[src/rtl/bz_pkg.sv]
// Shared types and constants for the buzzer sound-effect arbiter.
package bz_pkg;

    localparam int DIV_W_DEF = 18;
    localparam int DUR_W_DEF = 24;

    typedef enum logic [2:0] {
        IDLE,
        MUSIC,
        SFX_LOAD,
        SFX_PLAY,
        GAP
    } state_t;

    localparam logic [1:0] SRC_IDLE  = 2'd0;
    localparam logic [1:0] SRC_MUSIC = 2'd1;
    localparam logic [1:0] SRC_SFX   = 2'd2;
    localparam logic [1:0] SRC_GAP   = 2'd3;

endpackage

[src/rtl/bz_sfx_arbiter_if.sv]
// Bus between the music/effect sources, the arbiter and the tone PWM.
interface bz_sfx_arbiter_if import bz_pkg::*; #(
    parameter int NUM_SFX = 3,
    parameter int DIV_W   = DIV_W_DEF,
    parameter int DUR_W   = DUR_W_DEF
);
    logic                     music_en;
    logic [DIV_W-1:0]         music_div;
    logic                     music_hold;
    logic [NUM_SFX-1:0]       sfx_req;
    logic [NUM_SFX*DIV_W-1:0] sfx_div;
    logic [NUM_SFX*DUR_W-1:0] sfx_dur;
    logic [NUM_SFX-1:0]       sfx_grant;
    logic                     sfx_busy;
    logic [DIV_W-1:0]         tone_div;
    logic                     tone_en;
    logic                     tone_rstn;
    logic [1:0]               src;

    modport slave (
        input  music_en, music_div, sfx_req, sfx_div, sfx_dur,
        output music_hold, sfx_grant, sfx_busy, tone_div, tone_en, tone_rstn, src
    );

    modport master (
        output music_en, music_div, sfx_req, sfx_div, sfx_dur,
        input  music_hold, sfx_grant, sfx_busy, tone_div, tone_en, tone_rstn, src
    );
endinterface

[src/rtl/bz_sfx_pending.sv]
// Per-effect pending latches with a fixed-priority (lowest index) encoder.
module bz_sfx_pending import bz_pkg::*; #(
    parameter int NUM_SFX = 3
) (
    input  logic               clk,
    input  logic               rstn,
    input  logic [NUM_SFX-1:0] sfx_req,
    input  logic [NUM_SFX-1:0] clr,
    input  logic [NUM_SFX-1:0] grant,
    output logic [NUM_SFX-1:0] winner,
    output logic               any_pending,
    output logic               higher_than
);
    logic [NUM_SFX-1:0] pending_q, pending_d;

    // A request coinciding with its own grant survives, so the effect replays.
    always_comb begin
        pending_d   = (pending_q & ~clr) | sfx_req;
        winner      = pending_q & (~pending_q + NUM_SFX'(1));
        any_pending = |pending_q;
        higher_than = (grant != '0) && ((pending_q & (grant - NUM_SFX'(1))) != '0);
    end

    always_ff @(posedge clk or negedge rstn) begin
        if (!rstn) pending_q <= '0;
        else       pending_q <= pending_d;
    end
endmodule

[src/rtl/bz_sfx_arbiter.sv]
// Buzzer arbiter: fixed-priority sound effects pre-empt and freeze background music.
// state    | meaning
// IDLE     | PWM held in restart, nothing playing
// MUSIC    | tone follows music_div live
// SFX_LOAD | one cycle: latch winner divisor/duration, restart PWM
// SFX_PLAY | effect tone for its duration, higher priority pre-empts
// GAP      | GAP_CYC silent cycles before the next source
module bz_sfx_arbiter import bz_pkg::*; #(
    parameter int NUM_SFX = 3,
    parameter int DIV_W   = DIV_W_DEF,
    parameter int DUR_W   = DUR_W_DEF,
    parameter int GAP_CYC = 4
) (
    input logic                clk,
    input logic                rstn,
    bz_sfx_arbiter_if.slave    bus
);
    state_t             state_q, state_d;
    logic [DUR_W-1:0]   cnt_q, cnt_d;
    logic [DIV_W-1:0]   div_q, div_d;
    logic [NUM_SFX-1:0] grant_q, grant_d;
    logic [DIV_W-1:0]   tone_div_q, tone_div_d;
    logic               tone_en_q, tone_en_d;
    logic               tone_rstn_q, tone_rstn_d;
    logic               hold_q, hold_d;
    logic               busy_q, busy_d;
    logic [1:0]         src_q, src_d;

    logic [NUM_SFX-1:0] winner, clr;
    logic               any_pending, higher_than;
    logic [DIV_W-1:0]   win_div;
    logic [DUR_W-1:0]   win_dur;

    bz_sfx_pending #(.NUM_SFX(NUM_SFX)) u_pending (
        .clk         (clk),
        .rstn        (rstn),
        .sfx_req     (bus.sfx_req),
        .clr         (clr),
        .grant       (grant_q),
        .winner      (winner),
        .any_pending (any_pending),
        .higher_than (higher_than)
    );

    always_comb begin
        win_div = '0;
        win_dur = '0;
        for (int i = 0; i < NUM_SFX; i++) begin
            if (winner[i]) begin
                win_div = bus.sfx_div[i*DIV_W +: DIV_W];
                win_dur = bus.sfx_dur[i*DUR_W +: DUR_W];
            end
        end
    end

    always_comb begin
        state_d = state_q;
        cnt_d   = cnt_q;
        div_d   = div_q;
        case (state_q)
            IDLE: begin
                if (any_pending)       state_d = SFX_LOAD;
                else if (bus.music_en) state_d = MUSIC;
            end
            MUSIC: begin
                if (any_pending)        state_d = SFX_LOAD;
                else if (!bus.music_en) state_d = IDLE;
            end
            SFX_LOAD: state_d = SFX_PLAY;
            SFX_PLAY: begin
                if (higher_than) begin
                    state_d = SFX_LOAD;
                end else if (cnt_q == DUR_W'(1)) begin
                    state_d = GAP;
                    cnt_d   = DUR_W'(GAP_CYC);
                end else begin
                    cnt_d = cnt_q - DUR_W'(1);
                end
            end
            GAP: begin
                if (cnt_q == DUR_W'(1)) begin
                    if (any_pending)       state_d = SFX_LOAD;
                    else if (bus.music_en) state_d = MUSIC;
                    else                   state_d = IDLE;
                end else begin
                    cnt_d = cnt_q - DUR_W'(1);
                end
            end
            default: state_d = IDLE;
        endcase

        // Outputs are computed from the state being entered.
        clr         = '0;
        grant_d     = '0;
        tone_div_d  = '0;
        tone_en_d   = 1'b0;
        tone_rstn_d = 1'b0;
        hold_d      = 1'b0;
        busy_d      = 1'b0;
        src_d       = SRC_IDLE;
        case (state_d)
            MUSIC: begin
                tone_div_d  = bus.music_div;
                tone_en_d   = (bus.music_div != '0);
                tone_rstn_d = (state_q == MUSIC);
                src_d       = SRC_MUSIC;
            end
            SFX_LOAD: begin
                clr        = winner;
                grant_d    = winner;
                div_d      = win_div;
                cnt_d      = (win_dur == '0) ? DUR_W'(1) : win_dur;
                tone_div_d = win_div;
                hold_d     = 1'b1;
                busy_d     = 1'b1;
                src_d      = SRC_SFX;
            end
            SFX_PLAY: begin
                grant_d     = grant_q;
                tone_div_d  = div_q;
                tone_en_d   = 1'b1;
                tone_rstn_d = 1'b1;
                hold_d      = 1'b1;
                busy_d      = 1'b1;
                src_d       = SRC_SFX;
            end
            GAP: begin
                tone_rstn_d = 1'b1;
                hold_d      = 1'b1;
                busy_d      = 1'b1;
                src_d       = SRC_GAP;
            end
            default: ;
        endcase
    end

    always_ff @(posedge clk or negedge rstn) begin
        if (!rstn) begin
            state_q     <= IDLE;
            cnt_q       <= '0;
            div_q       <= '0;
            grant_q     <= '0;
            tone_div_q  <= '0;
            tone_en_q   <= 1'b0;
            tone_rstn_q <= 1'b0;
            hold_q      <= 1'b0;
            busy_q      <= 1'b0;
            src_q       <= SRC_IDLE;
        end else begin
            state_q     <= state_d;
            cnt_q       <= cnt_d;
            div_q       <= div_d;
            grant_q     <= grant_d;
            tone_div_q  <= tone_div_d;
            tone_en_q   <= tone_en_d;
            tone_rstn_q <= tone_rstn_d;
            hold_q      <= hold_d;
            busy_q      <= busy_d;
            src_q       <= src_d;
        end
    end

    assign bus.sfx_grant  = grant_q;
    assign bus.tone_div   = tone_div_q;
    assign bus.tone_en    = tone_en_q;
    assign bus.tone_rstn  = tone_rstn_q;
    assign bus.music_hold = hold_q;
    assign bus.sfx_busy   = busy_q;
    assign bus.src        = src_q;
endmodule
[src/flat_wrapper.sv]
// flat-port wrapper written by rule: the top's interface ports become plain ports
module bz_sfx_arbiter_flat import bz_pkg::*;
#(
    parameter int NUM_SFX = 3,
    parameter int DIV_W   = DIV_W_DEF,
    parameter int DUR_W   = DUR_W_DEF,
    parameter int GAP_CYC = 4
)
  (clk, rstn, bus_music_en, bus_music_div, bus_sfx_req, bus_sfx_div, bus_sfx_dur, bus_music_hold, bus_sfx_grant, bus_sfx_busy, bus_tone_div, bus_tone_en, bus_tone_rstn, bus_src);
  bz_sfx_arbiter_if #(.NUM_SFX(NUM_SFX), .DIV_W(DIV_W), .DUR_W(DUR_W)) bus_i ();
  input logic clk;
  input logic rstn;
  input wire logic [$bits(bus_i.music_en)-1:0] bus_music_en;
  input wire logic [$bits(bus_i.music_div)-1:0] bus_music_div;
  input wire logic [$bits(bus_i.sfx_req)-1:0] bus_sfx_req;
  input wire logic [$bits(bus_i.sfx_div)-1:0] bus_sfx_div;
  input wire logic [$bits(bus_i.sfx_dur)-1:0] bus_sfx_dur;
  output wire logic [$bits(bus_i.music_hold)-1:0] bus_music_hold;
  output wire logic [$bits(bus_i.sfx_grant)-1:0] bus_sfx_grant;
  output wire logic [$bits(bus_i.sfx_busy)-1:0] bus_sfx_busy;
  output wire logic [$bits(bus_i.tone_div)-1:0] bus_tone_div;
  output wire logic [$bits(bus_i.tone_en)-1:0] bus_tone_en;
  output wire logic [$bits(bus_i.tone_rstn)-1:0] bus_tone_rstn;
  output wire logic [$bits(bus_i.src)-1:0] bus_src;
  assign bus_i.music_en = bus_music_en;
  assign bus_i.music_div = bus_music_div;
  assign bus_i.sfx_req = bus_sfx_req;
  assign bus_i.sfx_div = bus_sfx_div;
  assign bus_i.sfx_dur = bus_sfx_dur;
  assign bus_music_hold = bus_i.music_hold;
  assign bus_sfx_grant = bus_i.sfx_grant;
  assign bus_sfx_busy = bus_i.sfx_busy;
  assign bus_tone_div = bus_i.tone_div;
  assign bus_tone_en = bus_i.tone_en;
  assign bus_tone_rstn = bus_i.tone_rstn;
  assign bus_src = bus_i.src;
  bz_sfx_arbiter #(.NUM_SFX(NUM_SFX), .DIV_W(DIV_W), .DUR_W(DUR_W), .GAP_CYC(GAP_CYC)) u_core (.clk(clk), .rstn(rstn), .bus(bus_i));
endmodule
[config.mk]
export PLATFORM = sky130hd
export DESIGN_NAME = bz_sfx_arbiter_flat
export DESIGN_NICKNAME = d
export VERILOG_FILES = /design/src/rtl/bz_pkg.sv /design/src/rtl/bz_sfx_arbiter_if.sv /design/src/rtl/bz_sfx_pending.sv /design/src/rtl/bz_sfx_arbiter.sv /design/src/flat_wrapper.sv
export SDC_FILE = /design/constraint.sdc
export NUM_CORES = 1
export LEC_CHECK = 0
export ABC_AREA = 1
export CAP_MARGIN = 20
export CORE_AREA = 4 4 129 119
export DETAILED_ROUTE_END_ITERATION = 7
export DIE_AREA = 0 0 133 123
export GPL_ROUTABILITY_DRIVEN = 0
export GPL_TIMING_DRIVEN = 0
export PLACE_DENSITY = 0.63
export SLEW_MARGIN = 10
export SYNTH_ARGS = -nofsm -noshare
export SYNTH_HDL_FRONTEND = slang
export SYNTH_SLANG_ARGS = --single-unit
[constraint.sdc]
create_clock -name clk -period 2.36 [get_ports clk]
set_clock_uncertainty 0.2 [all_clocks]
set_input_delay 0.354 -clock clk [delete_from_list [all_inputs] [get_ports clk]]
set_output_delay 0.354 -clock clk [all_outputs]
set_load 0.02 [all_outputs]
### Signal wires on met1, run 1

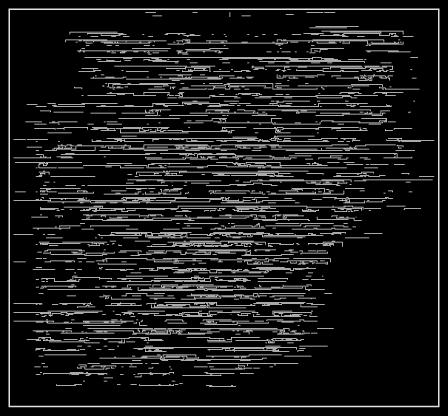
wire length on this layer	8060 um
nets with wire on the layer	922
share of all routed wire	48%

### The metal 2 layer, run 1

Bar = 50 um.
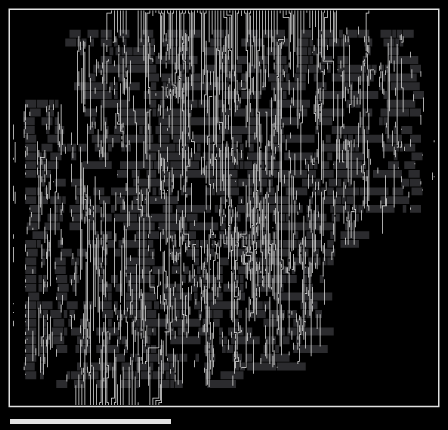
nets with wire on the layer	797
main direction	vertical
share of all routed wire	45%
longest straight run	49.6 um

### M3 wires, run 1

Bar = 50 um.
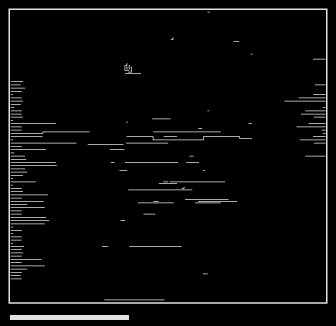
main direction	horizontal
longest straight run	28.1 um
nets with wire on the layer	111
wire length on this layer	936 um
drt total wl: 16700 um
grt met3 use: 3.46%
routed vias: 5175

==> flow_summary.yaml, run 1 <==
# yosys + openroad results
setup_path:
  startpoint_type: "register"
  crit_path_end_kind: "register"
  crit_required_ns: 2.44
  worst-setup-path-type: "register to register"
  crit_buf_inv: 1
  path_max_fanout: 4
  critPathTopFamily: "simple AND/OR/NAND/NOR gates"
  worstPathCellList: "inv_1 > ha_1 > nand2_1 > nor3_1 > nand4_1 > xor2_1 > or2_2 > nand3_2"
  r2r_slack_ns: -0.006
power_and_ir_drop:
  p_clk_share_pct: 12.7
  swShare_pct: 46.2
  switching_power_mw: 4.71
  p_leak_nw: 3.52
  p_comb_share_pct: 64.1
floorplan:
  die_area_um2: 16400
  core_area_um2: 13900
  initCoreUtil_pct: 34.5
  fp.dieH_um: 123
place:
  dp_cells: 1069
  io_buffers: 176
  placed_area_um2: 6820
  dp_hpwl_um: 13000
  post-place-ws_ns: -0.329
final_timing:
  tightest_slew_ns: 0.647
  fin_ws_ns: -0.00637
  setup_viol_count_final: 1
  tns_ns: -0.00637
  slew_violations: 0
  max_freq_mhz: 423
  post-route-period-util_pct: 100
yosys:
  synth-edff-count: 0
  ys_ff: 74
  netlist_area_um2: 4800
  ff_type: "dfrtp_1"
  ys_top_cells_by_area: "dfrtp_1 39%, nand2_1 22%, nand3_1 12%"
  async_reset_ff_share_pct: 100
  syn_nets: 853
  ys_sh_xor_pct: 2.92
  synth_cell_types: 37
  yosys-top-cells-count: "285 x nand2_1, 114 x nand3_1, 74 x dfrtp_1"
  netlist.area_leader.share_pct: 38.6
clocking:
  clk_latency_ns: 0.34
  cts_root_buf: "clkbuf_16"
  cts.repair.resized: 31
  clock-sinks: 74
  path_clk_slew_ns: 0.06
  cts_max_path_buffers: 2
  cts_tree: "built"
grt:
  track_usage_pct: 19.7
  grt_start_max_net_pins: 41
  grtUsageMet1_pct: 28.5
  antenna_found_initial: 0
  grt_pass1_vias: 4812
  grt_overflow_total: 0
finish:
  largest_reg_flops: 24
  nets: 1057
  drive_above_1_share_pct: 15.9
  regMostFlops: "u_core.cnt_q"
  instances_no_fill: 1101
route:
  first_pass_iters: 5
  wl_per_cell_um: 15.2
  first_iter_violations: 354
  vias_per_cell: 4.70
  wl_met3_um: 935
status:
  status: "complete, but fails checks"
  violations: "negative setup slack"
-- run 1: path summary, 6_finish.rpt --
path                                      start  cells after the start                 to
min in group asynchronous                  rstn                      2   u_core.cnt_q[15]
worst max-delay path            u_core.cnt_q[0]                      8   u_core.cnt_q[22]
worst min register to register  u_core.div_q[7]                      2    u_core.div_q[7]
max in group asynchronous                  rstn                      3  u_core.state_q[0]
worst max register to register  u_core.cnt_q[0]                      8   u_core.cnt_q[22]
worst min-delay path            u_core.div_q[7]                      2    u_core.div_q[7]
-- run 1: final cells by class --
class,instances,area [um^2]
multi-input cells,561,2850
inverters,36,138
flip-flops and latches,74,1860
clock buffers,9,225
fillers,1360,6320
repair buffers,194,2000
clock inverters,7,53.8
plain buffers,27,224
well taps,193,241
### Routing congestion, run 1

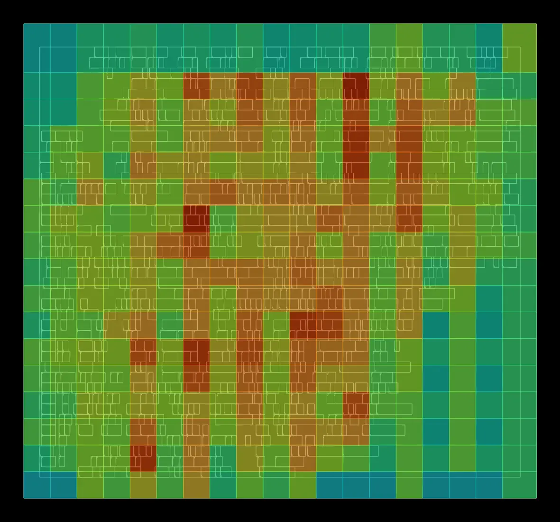

==> run 2, diff against run 1 <==
Settings changed: TNS_END_PERCENT set to 50.
### Routing congestion, run 2

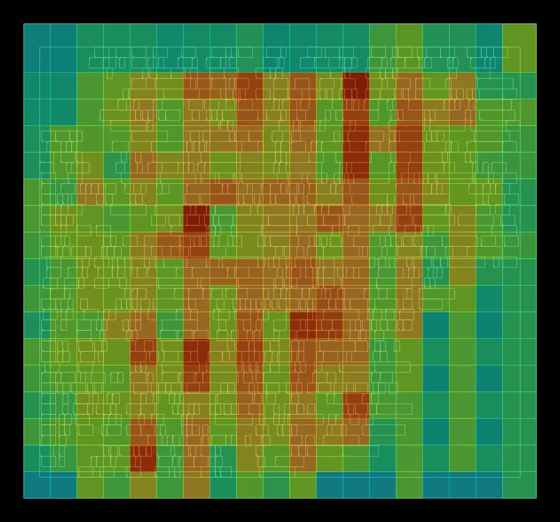
all-layer global routing usage: 19.7%
Core Util, Final: 54.6%

### Signal wires on met1, run 2

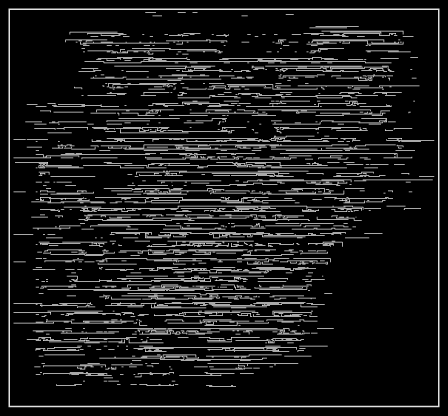
longest straight run	47.4 um
main direction	horizontal
nets with wire on the layer	927
share of all routed wire	48%
wire length on this layer	7970 um
drt total wl: 16700 um
routed vias: 5170

==> run 2 against run 1 <==
  * The run now ends clean
  * Wire length down 0.23%
  * Final cell count about the same
  * Global-route usage unchanged
  * Maximum frequency up 0.98%
  * Design area about the same
  * Critical path depth unchanged
  * Synthesized cell count unchanged
  * Sequential share of layout area about the same
  * Utilization about the same
  * Largest cell class unchanged
  * Highest routed layer unchanged
==> flow_summary.yaml, run 2 <==
# yosys + openroad results
setup_path:
  crit_cells: 8
  rr_startpoint: "u_core.cnt_q[0]"
  crit_path_start: "u_core.cnt_q[0]"
  crit_buf_inv: 1
  worstSetupEndpoint: "u_core.cnt_q[22]"
  crit_required_ns: 2.44
  r2r_slack_ns: 0.02
  startpoint_type: "register"
  r2r-end: "u_core.cnt_q[22]"
  critPathTopFamily: "simple AND/OR/NAND/NOR gates"
  worst-setup-path-type: "register to register"
  path_max_fanout: 4
  reg2regPathDepth: 8
grt:
  met3_usage_pct: 3.46
  antenna_found_initial: 0
  grt_pass1_vias: 4821
  grt_start_max_net_pins: 41
  grt_overflow_total: 0
clocking:
  cts_max_path_buffers: 2
  clock-sinks: 74
  cts_tree: "built"
  clk_latency_ns: 0.34
  path_clk_slew_ns: 0.06
  cts_root_buf: "clkbuf_16"
yosys:
  syn_nets: 853
  yosys-top-cells-count: "285 x nand2_1, 114 x nand3_1, 74 x dfrtp_1"
  netlist_area_um2: 4800
  netlist.area_leader.share_pct: 38.6
  ys_ff: 74
  ys_top_cells_by_area: "dfrtp_1 39%, nand2_1 22%, nand3_1 12%"
  synth_cell_types: 37
  async_reset_ff_share_pct: 100
  synth-edff-count: 0
final_timing:
  max_freq_mhz: 427
finish:
  seq_share_pct: 24.5
  multiInputCombCellCount: 561
  final-clk-cell-share_pct: 3.68
  ff_latch_area_um2: 1860
  buffer_area_share_pct: 29.3
  regMostFlops: "u_core.cnt_q"
  logic_area_um2: 2850
  num-nonclk-buffers: 222
  drive_above_1_share_pct: 16.0
  fillers: 1359
  clock_buffer_count: 9
  nNonClkInverters: 36
  largestClassByArea: "multi-input combinational cells"
  seq_cells: 74
floorplan:
  die_area_um2: 16400
  core_area_um2: 13900
  fp.dieH_um: 123
power_and_ir_drop:
  p_clk_share_pct: 12.7
  switching_power_mw: 4.71
worst_hold_path:
  min_from: "u_core.div_q[7]"
  holdPathStages: 2
status:
  status: "finished, final reports clean"
place:
  io_buffers: 176
  dp_hpwl_um: 13000
route:
  first_iter_violations: 346
### Metal 4, run 2

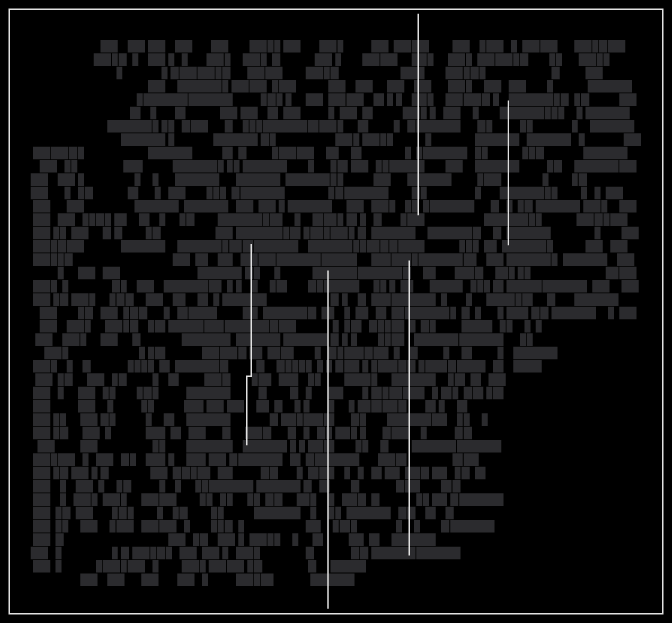
longest straight run	68.7 um
wire length on this layer	240 um
nets with wire on the layer	3
share of all routed wire	1.4%
main direction	vertical

==> run 2: kinds of logic (layout without fill, tap and decap cells) <==
family,after synthesis,after routing,synth area share (%)
AOI/OAI and AO/OA,25,25,3.42
buffers and inverters,65,274,6.26
adders and majority gates,4,4,1.04
xor gates and xnor gates,16,16,2.92
DFF,74,74,38.6
and+or+nand+nor,515,516,47.8
==> run 2: metrics by stage <==
stage          setup WS, ns  cells  util [%]  total power, mW  hold WS, ns
3_5_place_dp         -0.329   1069      49.1             7.68        0.141
2_1_floorplan       0.00276    699         -             5.85       -0.142
5_1_grt             -0.0366   1102      54.6             11.0        0.297
6_report             0.0165   1102      54.6             10.2        0.279
3_3_place_gp          -2.20   1068      49.0             7.61        0.262
4_1_cts             0.00177   1098      52.7             9.61        0.282
No activity file was given, so power comes from the tool's default toggle rates.
